## src/rtl/spi_tx_framer.sv

```systemverilog
// ---------------------------------------------------------------------------
// spi_tx_framer
//
// Buffers 16-bit words from a Cypress slave-FIFO reader and serialises them
// MSB first onto a simple SPI-style link. Words are grouped into messages.
// The first word of a message is a header whose low byte gives the total
// word count, including the header. A low byte of zero counts as one word.
//
// Parameters
//   CLK_DIV  system clock cycles per serial bit period (even, >= 2)
//   FIFO_AW  word FIFO address width, depth D = 2**FIFO_AW (>= 2)
//
// Ports
//   CLK       in   system clock, all logic on the rising edge
//   RST       in   synchronous active-high reset
//   DATA      in   16-bit word from the reader
//   ENA       in   one-cycle write strobe for DATA
//   BUSY      out  back-pressure, high once the FIFO holds D-2 or more words
//   TX_SCLK   out  serial clock, low for the first half of each bit period
//   TX_DATA   out  serial data, MSB first
//   TX_LOAD   out  high for the whole of bit 0 of every word
//   TX_STOP   out  high for the whole of bit 0 of the last word of a message
//   MSG_DONE  out  one-cycle pulse on the last cycle of the post-message gap
//   ERR_OVF   out  sticky overflow flag, cleared only by RST
// ---------------------------------------------------------------------------
module spi_tx_framer #(
    parameter int CLK_DIV = 4,
    parameter int FIFO_AW = 3
) (
    input  logic        CLK,
    input  logic        RST,
    input  logic [15:0] DATA,
    input  logic        ENA,
    output logic        BUSY,
    output logic        TX_SCLK,
    output logic        TX_DATA,
    output logic        TX_LOAD,
    output logic        TX_STOP,
    output logic        MSG_DONE,
    output logic        ERR_OVF
);

    localparam int D  = 2 ** FIFO_AW;
    // One counter serves both the bit period and the 2*CLK_DIV gap.
    localparam int CW = $clog2(2 * CLK_DIV);

    localparam logic [CW-1:0]      CNT_ZERO  = CW'(0);
    localparam logic [CW-1:0]      CNT_ONE   = CW'(1);
    localparam logic [CW-1:0]      CNT_HALF  = CW'(CLK_DIV / 2);
    localparam logic [CW-1:0]      CNT_BIT   = CW'(CLK_DIV - 1);
    localparam logic [CW-1:0]      CNT_GAP   = CW'(2 * CLK_DIV - 1);
    localparam logic [FIFO_AW:0]   FILL_ONE  = (FIFO_AW + 1)'(1);
    localparam logic [FIFO_AW:0]   FILL_FULL = (FIFO_AW + 1)'(D);
    localparam logic [FIFO_AW:0]   FILL_BUSY = (FIFO_AW + 1)'(D - 2);
    localparam logic [FIFO_AW-1:0] PTR_ONE   = FIFO_AW'(1);

    typedef enum logic [2:0] {
        ST_IDLE  = 3'd0,
        ST_LOAD  = 3'd1,
        ST_SHIFT = 3'd2,
        ST_WAIT  = 3'd3,
        ST_GAP   = 3'd4
    } state_t;

    // FIFO storage and bookkeeping
    logic [15:0]        mem_q [D];
    logic [FIFO_AW-1:0] wr_ptr_q, wr_ptr_d;
    logic [FIFO_AW-1:0] rd_ptr_q, rd_ptr_d;
    logic [FIFO_AW:0]   count_q,  count_d;
    logic               push_s;
    logic               pop_s;
    logic               empty_s;
    logic [15:0]        head_s;

    // Framer state
    state_t             state_q, state_d;
    logic [CW-1:0]      cnt_q,   cnt_d;
    logic [3:0]         bit_q,   bit_d;
    logic [7:0]         rem_q,   rem_d;
    logic [15:0]        shift_q, shift_d;

    // Registered outputs
    logic busy_q,     busy_d;
    logic tx_sclk_q,  tx_sclk_d;
    logic tx_data_q,  tx_data_d;
    logic tx_load_q,  tx_load_d;
    logic tx_stop_q,  tx_stop_d;
    logic msg_done_q, msg_done_d;
    logic err_ovf_q,  err_ovf_d;

    assign empty_s = (count_q == {(FIFO_AW + 1){1'b0}});
    assign head_s  = mem_q[rd_ptr_q];

    // FIFO next state: a full FIFO still accepts a word when a pop frees a slot
    always_comb begin
        push_s    = ENA && ((count_q != FILL_FULL) || pop_s);
        wr_ptr_d  = wr_ptr_q;
        rd_ptr_d  = rd_ptr_q;
        count_d   = count_q;
        err_ovf_d = err_ovf_q;
        if (push_s) begin
            wr_ptr_d = wr_ptr_q + PTR_ONE;
        end else begin
            wr_ptr_d = wr_ptr_q;
        end
        if (pop_s) begin
            rd_ptr_d = rd_ptr_q + PTR_ONE;
        end else begin
            rd_ptr_d = rd_ptr_q;
        end
        case ({push_s, pop_s})
            2'b10:   count_d = count_q + FILL_ONE;
            2'b01:   count_d = count_q - FILL_ONE;
            default: count_d = count_q;
        endcase
        if (ENA && !push_s) begin
            err_ovf_d = 1'b1;
        end else begin
            err_ovf_d = err_ovf_q;
        end
        // Evaluated on the next fill level so BUSY is already high when the
        // count reaches D-2.
        busy_d = (count_d >= FILL_BUSY);
    end

    // FIFO word storage, no reset needed since the pointers define validity
    always_ff @(posedge CLK) begin
        if (push_s) begin
            mem_q[wr_ptr_q] <= DATA;
        end
    end

    // Framer next-state logic
    always_comb begin
        state_d = state_q;
        cnt_d   = cnt_q;
        bit_d   = bit_q;
        rem_d   = rem_q;
        shift_d = shift_q;
        pop_s   = 1'b0;
        case (state_q)
            ST_IDLE: begin
                cnt_d = CNT_ZERO;
                if (!empty_s) begin
                    pop_s   = 1'b1;
                    shift_d = head_s;
                    rem_d   = (head_s[7:0] == 8'd0) ? 8'd1 : head_s[7:0];
                    state_d = ST_LOAD;
                end else begin
                    state_d = ST_IDLE;
                end
            end
            ST_LOAD: begin
                bit_d   = 4'd15;
                cnt_d   = CNT_ZERO;
                state_d = ST_SHIFT;
            end
            ST_SHIFT: begin
                if (cnt_q == CNT_BIT) begin
                    cnt_d = CNT_ZERO;
                    if (bit_q == 4'd0) begin
                        rem_d = rem_q - 8'd1;
                        // The pop for the next word happens in the WAIT cycle,
                        // which gives the two-cycle inter-word spacing.
                        if (rem_q == 8'd1) begin
                            state_d = ST_GAP;
                        end else begin
                            state_d = ST_WAIT;
                        end
                    end else begin
                        bit_d = bit_q - 4'd1;
                    end
                end else begin
                    cnt_d = cnt_q + CNT_ONE;
                end
            end
            ST_WAIT: begin
                if (!empty_s) begin
                    pop_s   = 1'b1;
                    shift_d = head_s;
                    state_d = ST_LOAD;
                end else begin
                    state_d = ST_WAIT;
                end
            end
            ST_GAP: begin
                if (cnt_q == CNT_GAP) begin
                    cnt_d   = CNT_ZERO;
                    state_d = ST_IDLE;
                end else begin
                    cnt_d   = cnt_q + CNT_ONE;
                end
            end
            default: begin
                cnt_d   = CNT_ZERO;
                state_d = ST_IDLE;
            end
        endcase
    end

    // Output values for the coming cycle, derived from the next framer state
    always_comb begin
        tx_sclk_d  = (state_d == ST_SHIFT) && (cnt_d >= CNT_HALF);
        tx_load_d  = (state_d == ST_SHIFT) && (bit_d == 4'd0);
        tx_stop_d  = tx_load_d && (rem_d == 8'd1);
        msg_done_d = (state_d == ST_GAP) && (cnt_d == CNT_GAP);
        tx_data_d  = tx_data_q;
        if ((state_d == ST_IDLE) || (state_d == ST_GAP)) begin
            tx_data_d = 1'b0;
        end else if ((state_d == ST_SHIFT) && (cnt_d == CNT_ZERO)) begin
            tx_data_d = shift_d[bit_d];
        end else begin
            // LOAD and WAIT keep the last bit on the line
            tx_data_d = tx_data_q;
        end
    end

    // State and output registers with synchronous reset
    always_ff @(posedge CLK) begin
        if (RST) begin
            wr_ptr_q   <= {FIFO_AW{1'b0}};
            rd_ptr_q   <= {FIFO_AW{1'b0}};
            count_q    <= {(FIFO_AW + 1){1'b0}};
            state_q    <= ST_IDLE;
            cnt_q      <= CNT_ZERO;
            bit_q      <= 4'd0;
            rem_q      <= 8'd0;
            shift_q    <= 16'd0;
            busy_q     <= 1'b0;
            tx_sclk_q  <= 1'b0;
            tx_data_q  <= 1'b0;
            tx_load_q  <= 1'b0;
            tx_stop_q  <= 1'b0;
            msg_done_q <= 1'b0;
            err_ovf_q  <= 1'b0;
        end else begin
            wr_ptr_q   <= wr_ptr_d;
            rd_ptr_q   <= rd_ptr_d;
            count_q    <= count_d;
            state_q    <= state_d;
            cnt_q      <= cnt_d;
            bit_q      <= bit_d;
            rem_q      <= rem_d;
            shift_q    <= shift_d;
            busy_q     <= busy_d;
            tx_sclk_q  <= tx_sclk_d;
            tx_data_q  <= tx_data_d;
            tx_load_q  <= tx_load_d;
            tx_stop_q  <= tx_stop_d;
            msg_done_q <= msg_done_d;
            err_ovf_q  <= err_ovf_d;
        end
    end

    assign BUSY     = busy_q;
    assign TX_SCLK  = tx_sclk_q;
    assign TX_DATA  = tx_data_q;
    assign TX_LOAD  = tx_load_q;
    assign TX_STOP  = tx_stop_q;
    assign MSG_DONE = msg_done_q;
    assign ERR_OVF  = err_ovf_q;

endmodule

```

## config.mk

```make
export PLATFORM = sky130hd
export DESIGN_NAME = spi_tx_framer
export DESIGN_NICKNAME = d
export VERILOG_FILES = /design/src/rtl/spi_tx_framer.sv
export SDC_FILE = /design/constraint.sdc
export NUM_CORES = 1
export LEC_CHECK = 0
export ABC_AREA = 1
export CAP_MARGIN = 25
export CORE_UTILIZATION = 40
export DETAILED_ROUTE_END_ITERATION = 8
export PLACE_DENSITY_LB_ADDON = 0.15
export SYNTH_ARGS = -nofsm -noshare
export SYNTH_HDL_FRONTEND = slang
export SYNTH_SLANG_ARGS = --single-unit
```

## constraint.sdc

```tcl
create_clock -name CLK -period 2.5 [get_ports CLK]
set_clock_uncertainty 0.05 [all_clocks]
set_input_delay 0.5 -clock CLK [delete_from_list [all_inputs] [get_ports CLK]]
set_output_delay 0.5 -clock CLK [all_outputs]
set_load 0.05 [all_outputs]
```

==> impl_metrics.tcl <==
# place-and-route summary
set metrics [dict create \
    powerDensity_mw_per_mm2 1057 \
    tritoncts "done" \
    layout.area.seq_mm2 0.004926 \
    wl_met3_um 765 \
    slew_headroom_pct 63.76 \
    drc_errors 0 \
    seq_share_pct 52.41 \
    met1_length_um 8310 \
    yosysChipArea_mm2 0.008084 \
    hold_viol 0 \
    root_buffer "clkbuf_16" \
    crit_family "simple AND/OR/NAND/NOR gates" \
    path_clk_slew_ps 70 \
    post-route-util_pct 47.82 \
    cts_setup_buffers 0 \
    drtAntennaViolNets 0 \
    row_count 51 \
    grt_util_met2_pct 31.30 \
    gp_congestion 0.9111 \
    internal-power_mw 6.087 \
    finalCritPeriodShare_pct 91.52 \
    core_area_mm2 0.01965 \
    synth_seq_share_pct 60.92 \
    max_freq_mhz 437.1 \
    r2r_setup_slack_ps 210 \
    wl_per_cell_um 15.24 \
    seq_power_share_pct 38.0 \
    comb_share_pct 28.91 \
    tool_warnings 29 \
    worst_slack_ps 212.1 \
    routed_wl_um 18020 \
    ys_sh_aoi_pct 7.414 \
    setup_viol 0 \
    dpl-instance-area_mm2 0.008853 \
    dominant_cells "registers" \
    yosys-top-cells-count "nand2_1, nor2_1, edfxtp_1, nand3_1, inv_1" \
    worstMarginPinSlew_ps 543.0 \
    p_comb_mw 3.65 \
    viasPerCell 4.920 \
    largestRegisters "mem_q: 128 flops, shift_q: 16 flops, rem_q: 8 flops" \
    syn-cell-area_mm2 0.008084 \
    htreeDepth 4 \
    critPathBufInv 1 \
    tap_cells 265 \
    rsz0062_at_grt "false" \
    critical_path_class "reg -> reg" \
    port_buffers 25 \
    drive_gt1_share_pct 10.14 \
    p_comb_share_pct 36.7 \
    top_area_cell "edfxtp_1" \
    top_power_group "sequential cells" \
    gr-usage-met3_pct 4.238 \
    xor_share_pct 0.8667 \
    hold_buffers 0 \
    min_period_ps 2288 \
    grt.total_usage_pct 18.81 \
    drtPass1Iterations 5 \
    cts-resized-gates 0 \
    overflow 0 \
    fin_worst_hold_slack_ps 400.1 \
    drv_slew 0 \
    yosys_warnings 0 \
    cp-start-kind "register" \
    num-nonclk-inverters 78 \
    place_ws_ps 174.9 \
    top_usage_layer "met2" \
    top_cell "nand2_1" \
    grt_pass1_vias 5388 \
    hold_class "reg -> reg" \
    num_io_pins 26 \
    ys_sh_mux_pct 0 \
    ys_types 44 \
    logic_gates 569 \
    fillCellCount 1882 \
    cts_max_path_buffers 2 \
    synth-adder-area-share_pct 1.950 \
    cp_data_required_time_ps 2830 \
    power.total_mw 9.931 \
    yosysTopAreaCellShare_pct 47.55 \
    cp.arrival_ps 2620 \
    route.met2.wl_um 8636 \
    ff_type "edfxtp_1" \
    cp_slowest_cell "dfxtp_1" \
    n_antenna_cell 0 \
    ys_cells 861 \
    largest-register "mem_q" \
    edf_count 128 \
    ys.flops 182 \
    clock_area_share_pct 5.804 \
    grt_use_met1_pct 24.12 \
    area_leaders "edfxtp_1, dfxtp_1, nand2_1" \
    cp_max_fo 4 \
    logic_area_mm2 0.002718 \
    grt_pass1_wl_um 28680 \
    placed_cells 1150 \
    cpPeakStageDelay_ps 330 \
    powerSeq_mw 3.77 \
    syn_nets 892 \
    antenna_found_initial 0 \
    simple_gate_share_pct 23.14 \
    die-area_mm2 0.02078 \
    grt_max_degree 38 \
    dieHeight_um 144.2 \
    sw_frac_of_total_pct 38.71 \
    switchingPower_mw 3.844 \
    cp-end-kind "register" \
    fin_cells 1182 \
    nNetsFinal 935 \
    synth.avg_cell_area_um2 9.389 \
    highest_layer "met4" \
    largest_register_ffs 128 \
    num_vias 5816 \
    syn-instance-count 861 \
    status "completed" \
    setup_tns_ps 0 \
    hpwl_um 11700 \
    fp.dieW_um 144.2 \
    ir_drop_uv 558.2 \
    fp_util_pct 41.13 \
    cap_viol_max_count 0 \
    crit_chain "inv_1, ha_1, nand2_1, nor2_1, nand2_1, nor2_1, nand3_1, nand3_1, o211ai_1, nand2_1, nand3_1, nor2_1, nand2_1, nor2_1" \
    initialDrtViolationCount 436 \
    area_share_nonclk_buffers_pct 6.203 \
    synthArstFlopShare_pct 0 \
    leakagePower_nw 3.687 \
    top_logic_kind "simple AND/OR/NAND/NOR gates" \
]
## placed cells by master, fill, tap and decap left out, drive strengths merged, types with 3 or more instances in the layout
cell type and n:
nand2 177, nor2 156, edfxtp 128, nand3 90, inv 84, o21ai 61
dfxtp 54, a21oi 35, buf 31, clkdlybuf4s50 25, clkbuf 18, ha 11
xor2 6, nand4 6, clkinv 6, or2 4, nor3 3, o22ai 3
## worst paths after layout
path	cells after the start	endpoint	from
worst max-delay path	14	TX_STOP	bit_q[1]
worst min-delay path	2	ERR_OVF	ERR_OVF
worst max register to register	14	TX_STOP	bit_q[1]
worst min register to register	2	ERR_OVF	ERR_OVF
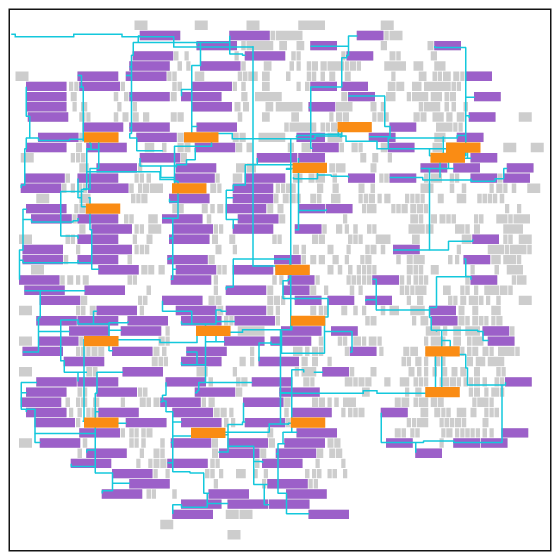
clk_routes.png
[purple] flip-flops | count: 182
[cyan] clock wires | length: 2120 um
[orange] clock drivers | count: 17
flops lie: all over the die
Clock group: 2.51 mW
Worst-Skew Late Latency: 440 ps
Clk pwr share: 25.3%

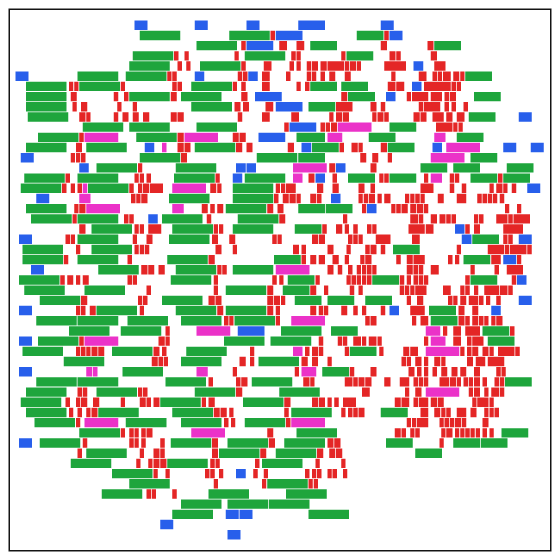
placement_by_type.png
[green] flops | cells: 182
[red] combinational and other logic | cells: 647
[blue] other buffers and delay cells | cells: 56
[magenta] clock drivers and dummy loads | cells: 32

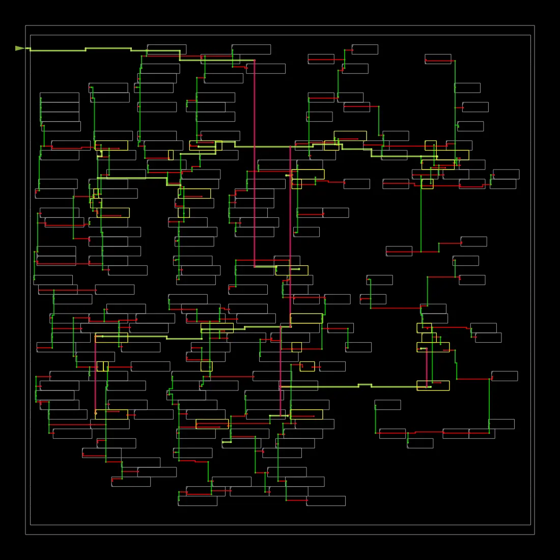
clocks.png
Num CTS Buffers: 17
sequential cells: 182
clock buf count: 18
clock sinks: 182

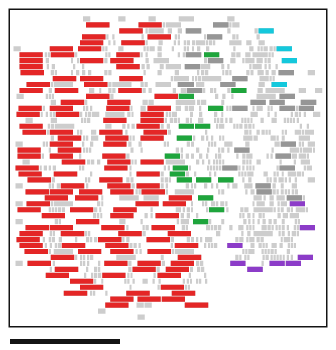
flops_by_reg.png
The bar under the picture is 50 um long. Other sequential cells in the stronger grey, the rest of the logic in the fainter grey.
[purple] `rem_q` | sequential cells: 8 | where: lower right
[cyan] `count_q` | sequential cells: 4 | where: upper right
[red] `mem_q` | sequential cells: 128
[green] `shift_q` | sequential cells: 16 | where: centre

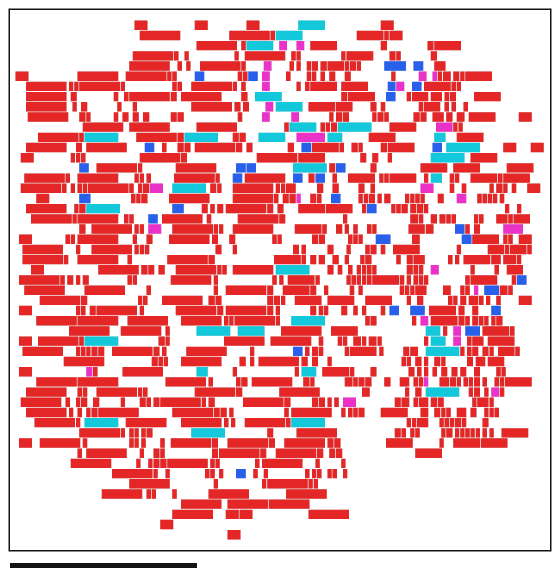
sizes.png
The bar under the picture is 50 um long.
[magenta] _2 cells | cells: 28 | share: 3.1%
[cyan] _6 and larger | cells: 32 | share: 3.5%
[red] _0 and _1 cells | cells: 824 | share: 90%
[blue] _3 and _4 cells | cells: 33 | share: 3.6%
Final Cell Area: 0.009399 mm^2
nonclk buf count: 56
area grow syn2layout: 16.27%

No activity file was given, so power comes from the tool's default toggle rates.
